File: config.mk
export PLATFORM = sky130hd
export DESIGN_NAME = inst_fetch_flat
export DESIGN_NICKNAME = d
export VERILOG_FILES = /design/src/rtl/inst_fetch_if.sv /design/src/rtl/inst_fetch.sv /design/src/flat_wrapper.sv
export SDC_FILE = /design/constraint.sdc
export NUM_CORES = 2
export LEC_CHECK = 0
export CORE_MARGIN = 3
export CORE_UTILIZATION = 29
export CTS_CLUSTER_SIZE = 10
export DETAILED_ROUTE_END_ITERATION = 6
export SKIP_LAST_GASP = 1
export SLEW_MARGIN = 20
export SYNTH_ARGS = -nofsm -noshare
export SYNTH_HDL_FRONTEND = slang
export SYNTH_SLANG_ARGS = --single-unit
File: constraint.sdc
create_clock -name clk -period 5.7 [get_ports clk]
set_clock_uncertainty 0.05 [all_clocks]
set_input_delay 0.57 -clock clk [delete_from_list [all_inputs] [get_ports clk]]
set_output_delay 0.57 -clock clk [all_outputs]
set_load 0.02 [all_outputs]
File: src/rtl/inst_fetch_if.sv
// Fetch-side bundle: pipeline request/response plus the byte-read port toward the mcu.
// The slave modport is the fetch unit; the master modport is everything around it.
interface inst_fetch_if #(
    parameter int ADDR_W = 32
);
    logic              start_i;
    logic [ADDR_W-1:0] pc_i;
    logic              flush_i;
    logic              if_require_o;
    logic [ADDR_W-1:0] if_addr_o;
    logic              if_grant_i;
    logic [7:0]        mem_din_i;
    logic [31:0]       inst_o;
    logic [ADDR_W-1:0] inst_pc_o;
    logic              inst_valid_o;
    logic              busy_o;

    modport slave (
        input  start_i, pc_i, flush_i, if_grant_i, mem_din_i,
        output if_require_o, if_addr_o, inst_o, inst_pc_o, inst_valid_o, busy_o
    );

    modport master (
        output start_i, pc_i, flush_i, if_grant_i, mem_din_i,
        input  if_require_o, if_addr_o, inst_o, inst_pc_o, inst_valid_o, busy_o
    );
endinterface

File: src/rtl/inst_fetch.sv
// Instruction fetch front end: direct-mapped one-word-per-line cache, refilled on a miss
// by four byte reads through the mcu IF port, tolerating arbitrary grant gaps.
module inst_fetch #(
    parameter int IDX_W  = 6,
    parameter int ADDR_W = 32
) (
    input logic          clk,
    input logic          rst,
    inst_fetch_if.slave  bus
);
    localparam int TAG_W = ADDR_W - IDX_W - 2;
    localparam int LINES = 1 << IDX_W;

    typedef enum logic {IDLE, MISS} state_t;

    state_t             state;
    logic [ADDR_W-1:0]  pc_q;
    logic [2:0]         issue_cnt;
    logic [1:0]         recv_cnt;
    logic               pending;
    logic [23:0]        byte_buf;
    logic [31:0]        inst_q;
    logic [ADDR_W-1:0]  inst_pc_q;
    logic               inst_valid_q;
    logic [LINES-1:0]   line_valid;
    logic [31:0]        data_mem [LINES];
    logic [TAG_W-1:0]   tag_mem  [LINES];

    logic [IDX_W-1:0]   lk_idx, fill_idx;
    logic [TAG_W-1:0]   lk_tag, fill_tag;
    logic [ADDR_W-1:0]  pc_aligned;
    logic               hit, requesting, fill_en, unused_pc_bits;

    assign pc_aligned     = {bus.pc_i[ADDR_W-1:2], 2'b00};
    assign unused_pc_bits = ^bus.pc_i[1:0];
    assign lk_idx         = bus.pc_i[IDX_W+1:2];
    assign lk_tag         = bus.pc_i[ADDR_W-1:IDX_W+2];
    assign fill_idx       = pc_q[IDX_W+1:2];
    assign fill_tag       = pc_q[ADDR_W-1:IDX_W+2];
    assign hit            = line_valid[lk_idx] && (tag_mem[lk_idx] == lk_tag);

    // Issue side stops at four addresses; the receive side may still be draining bytes.
    assign requesting = (state == MISS) && !issue_cnt[2];
    assign fill_en    = (state == MISS) && pending && (recv_cnt == 2'd3) && !bus.flush_i;

    assign bus.if_require_o = requesting;
    assign bus.if_addr_o    = requesting ? pc_q + ADDR_W'(issue_cnt) : '0;
    assign bus.inst_o       = inst_q;
    assign bus.inst_pc_o    = inst_pc_q;
    assign bus.inst_valid_o = inst_valid_q;
    assign bus.busy_o       = (state == MISS);

    // NOTE: cache data/tag arrays carry no reset; only line_valid needs clearing, and leaving
    // the arrays unreset lets them map onto plain RAM.
    always_ff @(posedge clk) begin
        if (fill_en) begin
            data_mem[fill_idx] <= {bus.mem_din_i, byte_buf};
            tag_mem[fill_idx]  <= fill_tag;
        end
    end

    // NOTE: every sequential update uses <= so all registers see pre-edge values together.
    always_ff @(posedge clk) begin
        if (rst) begin
            state        <= IDLE;
            pc_q         <= '0;
            issue_cnt    <= '0;
            recv_cnt     <= '0;
            pending      <= 1'b0;
            byte_buf     <= '0;
            inst_q       <= '0;
            inst_pc_q    <= '0;
            inst_valid_q <= 1'b0;
            line_valid   <= '0;
        end else begin
            inst_valid_q <= 1'b0;
            case (state)
                IDLE: begin
                    if (bus.start_i && !bus.flush_i) begin
                        pc_q <= pc_aligned;
                        if (hit) begin
                            inst_q       <= data_mem[lk_idx];
                            inst_pc_q    <= pc_aligned;
                            inst_valid_q <= 1'b1;
                        end else begin
                            state     <= MISS;
                            issue_cnt <= '0;
                            recv_cnt  <= '0;
                            pending   <= 1'b0;
                        end
                    end
                end
                MISS: begin
                    if (bus.flush_i) begin
                        state     <= IDLE;
                        issue_cnt <= '0;
                        recv_cnt  <= '0;
                        pending   <= 1'b0;
                    end else begin
                        pending <= requesting && bus.if_grant_i;
                        if (requesting && bus.if_grant_i)
                            issue_cnt <= issue_cnt + 3'd1;
                        if (fill_en) begin
                            inst_q               <= {bus.mem_din_i, byte_buf};
                            inst_pc_q            <= pc_q;
                            inst_valid_q         <= 1'b1;
                            line_valid[fill_idx] <= 1'b1;
                            state                <= IDLE;
                            issue_cnt            <= '0;
                            recv_cnt             <= '0;
                            pending              <= 1'b0;
                        end else if (pending) begin
                            case (recv_cnt)
                                2'd0:    byte_buf[7:0]   <= bus.mem_din_i;
                                2'd1:    byte_buf[15:8]  <= bus.mem_din_i;
                                default: byte_buf[23:16] <= bus.mem_din_i;
                            endcase
                            recv_cnt <= recv_cnt + 2'd1;
                        end
                    end
                end
                default: state <= IDLE;
            endcase
        end
    end
endmodule

File: src/flat_wrapper.sv
// flat-port wrapper written by rule: the top's interface ports become plain ports
module inst_fetch_flat 
#(
    parameter int IDX_W  = 6,
    parameter int ADDR_W = 32
)
  (clk, rst, bus_start_i, bus_pc_i, bus_flush_i, bus_if_grant_i, bus_mem_din_i, bus_if_require_o, bus_if_addr_o, bus_inst_o, bus_inst_pc_o, bus_inst_valid_o, bus_busy_o);
  inst_fetch_if #(.ADDR_W(ADDR_W)) bus_i ();
  input logic clk;
  input logic rst;
  input wire logic [$bits(bus_i.start_i)-1:0] bus_start_i;
  input wire logic [$bits(bus_i.pc_i)-1:0] bus_pc_i;
  input wire logic [$bits(bus_i.flush_i)-1:0] bus_flush_i;
  input wire logic [$bits(bus_i.if_grant_i)-1:0] bus_if_grant_i;
  input wire logic [$bits(bus_i.mem_din_i)-1:0] bus_mem_din_i;
  output wire logic [$bits(bus_i.if_require_o)-1:0] bus_if_require_o;
  output wire logic [$bits(bus_i.if_addr_o)-1:0] bus_if_addr_o;
  output wire logic [$bits(bus_i.inst_o)-1:0] bus_inst_o;
  output wire logic [$bits(bus_i.inst_pc_o)-1:0] bus_inst_pc_o;
  output wire logic [$bits(bus_i.inst_valid_o)-1:0] bus_inst_valid_o;
  output wire logic [$bits(bus_i.busy_o)-1:0] bus_busy_o;
  assign bus_i.start_i = bus_start_i;
  assign bus_i.pc_i = bus_pc_i;
  assign bus_i.flush_i = bus_flush_i;
  assign bus_i.if_grant_i = bus_if_grant_i;
  assign bus_i.mem_din_i = bus_mem_din_i;
  assign bus_if_require_o = bus_i.if_require_o;
  assign bus_if_addr_o = bus_i.if_addr_o;
  assign bus_inst_o = bus_i.inst_o;
  assign bus_inst_pc_o = bus_i.inst_pc_o;
  assign bus_inst_valid_o = bus_i.inst_valid_o;
  assign bus_busy_o = bus_i.busy_o;
  inst_fetch #(.IDX_W(IDX_W), .ADDR_W(ADDR_W)) u_core (.clk(clk), .rst(rst), .bus(bus_i));
endmodule
clocks.png
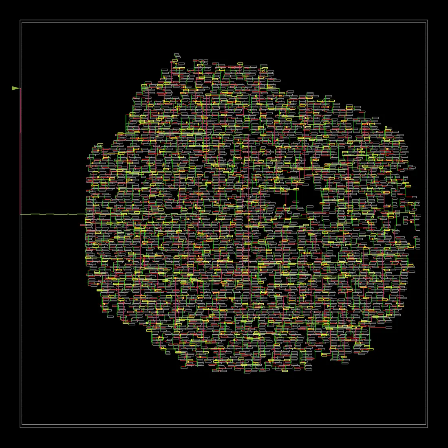
clk_buf instances: 620
count of clock tree sinks: 3,772
CTS buffer count: 424
Clock Latency Late Sink: 970 ps

==> git commit body <==
Update PnR metrics after Yosys + OpenROAD run

- Outcome: completed
- Compared with the post-synthesis result, the final layout area differs by 16.6%.
- Worst Setup End Kind: register
- Counting the fill cells in the layout gives 45,900.
* Number of antenna-violating nets in the routed design: 0
- Worst R2R End: u_core.bus.inst_o[31]
* Buffer type at the clock tree root: sky130_fd_sc_hd__clkbuf_16
- The main area contributors are sky130_fd_sc_hd__edfxtp_1, sky130_fd_sc_hd__mux4_2, sky130_fd_sc_hd__dfxtp_1.
- According to the finish report, the design has a final net count of 7,255.
* Setup slack on the worst flop-to-flop path: 850 ps
- TritonCTS built the clock tree.
- Hold Path Depth: 3
* Total cell area reported by yosys after synthesis: 145,000 um^2
* Starting Density: 29.2%
- Post-synthesis share of cell area spent on xor and xnor gates: 0.235%
* Proportion of layout cells with a drive suffix above 1: 27.8%
- Overall die width: 714 um
* DP Wirelength: 236,000 um
- The placement report lists the number of port buffers as 139.
* Row Count: 259
- Leakage power of the design: 52.9 nW
- In the post-route report, total wirelength is listed as 433,000 um.
* Synth Warn #: 0
- GRT Overall Usage: 16.5%
- Hold Vio Cnt, Final: 0
- The critical path maximum fanout is 21.
* Post-Synth AOI/OAI Area: 2.41%
- Tightest Hold Check Type: input pin to register
* VDD IR max: 270 uV
- For this run, the top clock speed supported by timing is 183 MHz.
* Final Max Slew Viols: 0
* Multiplexer area fraction after synthesis: 16.9%
* Cell type with the highest aggregate area in the netlist: sky130_fd_sc_hd__edfxtp_1
- After Yosys synthesis, and, or, nand and nor cells account for 2.27% of the synthesized area.
- Of the total synthesized cell area, the portion taken by full adders, half adders and majority gates is 0.0516%.
* Relative max-transition margin: 21.0%
- Yosys shows that the main logic family after synthesis is multiplexers.
- Count of mapped cells out of synthesis: 6,641
- At the end of routability-driven placement, the weighted congestion stood at 0.819.
* Count of state elements after synthesis: 3,772
- CP Launch Point: bus_pc_i[6]
* Placed Cells: 13,400
* Post-synthesis cell area: 145,000 um^2
* Chip footprint: 510,000 um^2
- Primary flip-flop cell chosen by synthesis mapping: sky130_fd_sc_hd__edfxtp_1
* Most common library cells after synthesis: sky130_fd_sc_hd__edfxtp_1, sky130_fd_sc_hd__mux4_2, sky130_fd_sc_hd__nor2_1
- The launch point of the worst min-delay path is recorded as bus_pc_i[7].
- Leaving out fill and tap cells, the most frequent cells in the layout are sky130_fd_sc_hd__edfxtp_1, sky130_fd_sc_hd__mux4_2, sky130_fd_sc_hd__clkbuf_16.
- A synthesized cell averages 21.9 um^2.
- Wire length per cell after detailed routing: 30.7 um
- The die is 714 um tall.
* Post-synth EDFFs: 3,584
- For this run, the number of standard cells in the final layout without fillers is 14,100.
* Sequential element share of the synthesized area: 76.6%
- For this run, the final setup violation count is recorded as 0.
* Most repeated cell in the gate-level netlist after synthesis: sky130_fd_sc_hd__edfxtp_1
* First-iteration detailed-routing DRC count: 11,200
* P per Cell Area: 335 nW/um^2
- Vias after detailed routing: 74,600
- After layout, the worst path uses 95.7% of the clock period.
* Number of buffers between clock root and the deepest sink: 4
- Number of max-capacitance violations reported: 0
* Transition time of the tightest slew-check pin: 1190 ps
- Crit path launch type: input pin
- End of the worst hold path: u_core.pc_q[7]
* I/O pins: 144
* R2R cell count: 12
- The arrival time of data at the worst endpoint is listed as 6190 ps.
* Number of setup buffers added after CTS: 0
- The clock tree synthesis step divided the H-tree into 5 levels.
* Endpoint required time on the critical path: 6440 ps
placement_by_type.png
Bar = 200 um. Fill, decap, tap and diode cells in gray.
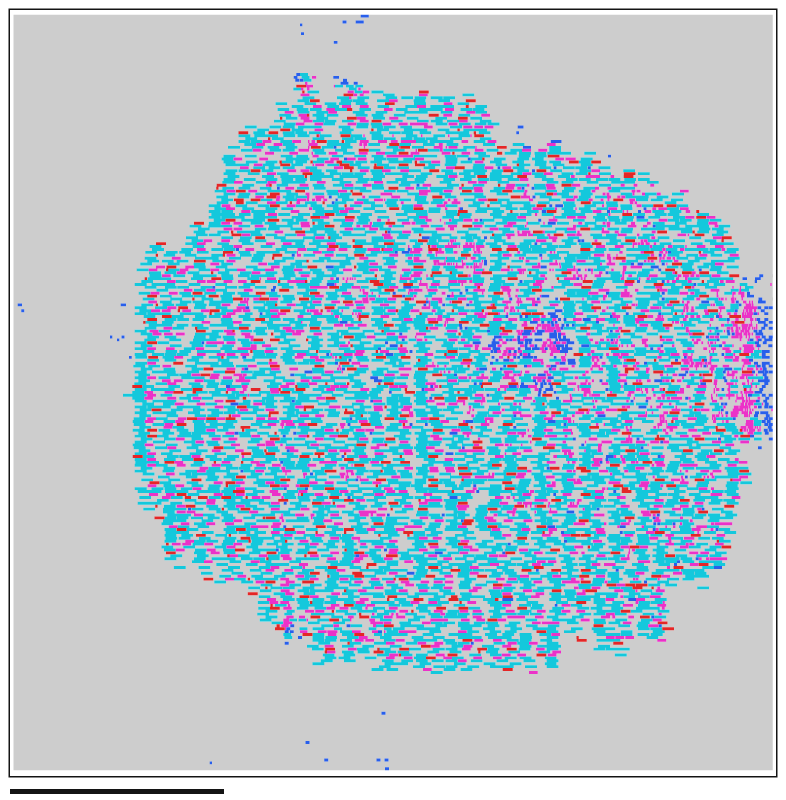
- other buffers and delay cells: blue (cells 511; share of their area 3.1%)
- flops: cyan (cells 3,772; share of their area 69%)
- combinational and other logic: magenta (cells 2,495; share of their area 20%)
- clock drivers and dummy loads: red (cells 653; share of their area 7.5%)
share of the final layout cell area in sequential cells: 65.7%
final instance area: 170,000 um^2
CORE AREA: 499,000 um^2
post-layout utilization of the core: 34.0%

[critical path: stages]
cell	delay (ps)
sky130_fd_sc_hd__dlygate4sd3_1	560
sky130_fd_sc_hd__buf_6	290
sky130_fd_sc_hd__buf_4	580
sky130_fd_sc_hd__nand2_1	160
sky130_fd_sc_hd__nor2_1	470
sky130_fd_sc_hd__o2111ai_1	270
sky130_fd_sc_hd__and4_1	270
sky130_fd_sc_hd__and3_1	170
sky130_fd_sc_hd__nor4b_1	790
sky130_fd_sc_hd__buf_4	240
sky130_fd_sc_hd__or4bb_1	390
sky130_fd_sc_hd__or4_4	580
sky130_fd_sc_hd__o31ai_4	290
sky130_fd_sc_hd__buf_12	200
sky130_fd_sc_hd__buf_12	180
sky130_fd_sc_hd__a221oi_1	100
[how the worst max path moves through the flow]
| stage | to | slack, ps | cells after the start |
|---|---|---|---|
| 6_report | u_core.bus.inst_o[31] | 240 | 16 |
| 5_1_grt | bus_if_addr_o[31] | 230 | 8 |
| 4_1_cts | bus_if_addr_o[31] | 400 | 8 |
| 3_5_place_dp | u_core.bus.inst_o[31] | -60 | 15 |
| 3_3_place_gp | u_core.bus.inst_o[31] | 10 | 15 |
| 2_1_floorplan | u_core.data_mem[29][0] | 950 | 7 |
[per-stage QoR]
stage	setup slack (ps)	setup TNS [ps]	power (mW)	hold WS (ps)
detailed placement	-61.9	-1780	32.9	408
global placement	11.8	0	32.9	394
finish	243	0	56.7	131
CTS	398	0	57.1	52.5
floorplan	949	0	32.1	385
global route	226	0	58.3	120
[layer usage]
metal	track usage, %	up-vias	wire [um]
li1	-	29000	-
met2	26.5	4526	204000
met1	22.6	40300	169000
met5	0	-	46
met3	3.49	758	45200
met4	4.92	8	14000
[flip-flops by register name, indices dropped and copies added (netlist names), 3 cells and up]
name / cells
u_core.line_valid: 64
u_core.issue_cnt: 3
u_core.tag_mem: 1536
u_core.bus.inst_o: 32
u_core.bus.inst_pc_o: 30
u_core.pc_q: 30
u_core.data_mem: 2048
u_core.byte_buf: 24
[where the power goes]
group / switching (mW) / leakage (nW) / internal (mW) / total (mW)
registers: 0.0338 / 35.1 / 30.1 / 30.1
clock network: 10.4 / 5.77 / 14.0 / 24.4
logic: 1.35 / 12.0 / 0.870 / 2.22
[cell families after synthesis]
kind of cell / count (synthesis)
AOI/OAI and AO/OA: 464
xor gates and xnor gates: 39
adders and majority gates: 6
buffers and inverters: 442
DFF: 3772
muxes: 1187
other: 1
and+or+nand+nor: 730
[layout make-up]
cell class,instances,area [um^2],area share (%)
clock inverter,33,477,0.281
multi-input combinational,2428,32400,19.1
tap,6655,8330,4.91
timing repair buffer,511,5040,2.98
antenna,4,10.0,0.00590
clock buffer,620,11600,6.82
sequential,3772,111000,65.7
inverter,67,263,0.155
[what timing repair did]
action / CTS / global route
hold buffers: 2 / 0
gates resized: 0 / 0
endpoints found under the hold margin: 2 / 0
Power is estimated from default activity; no workload was simulated.
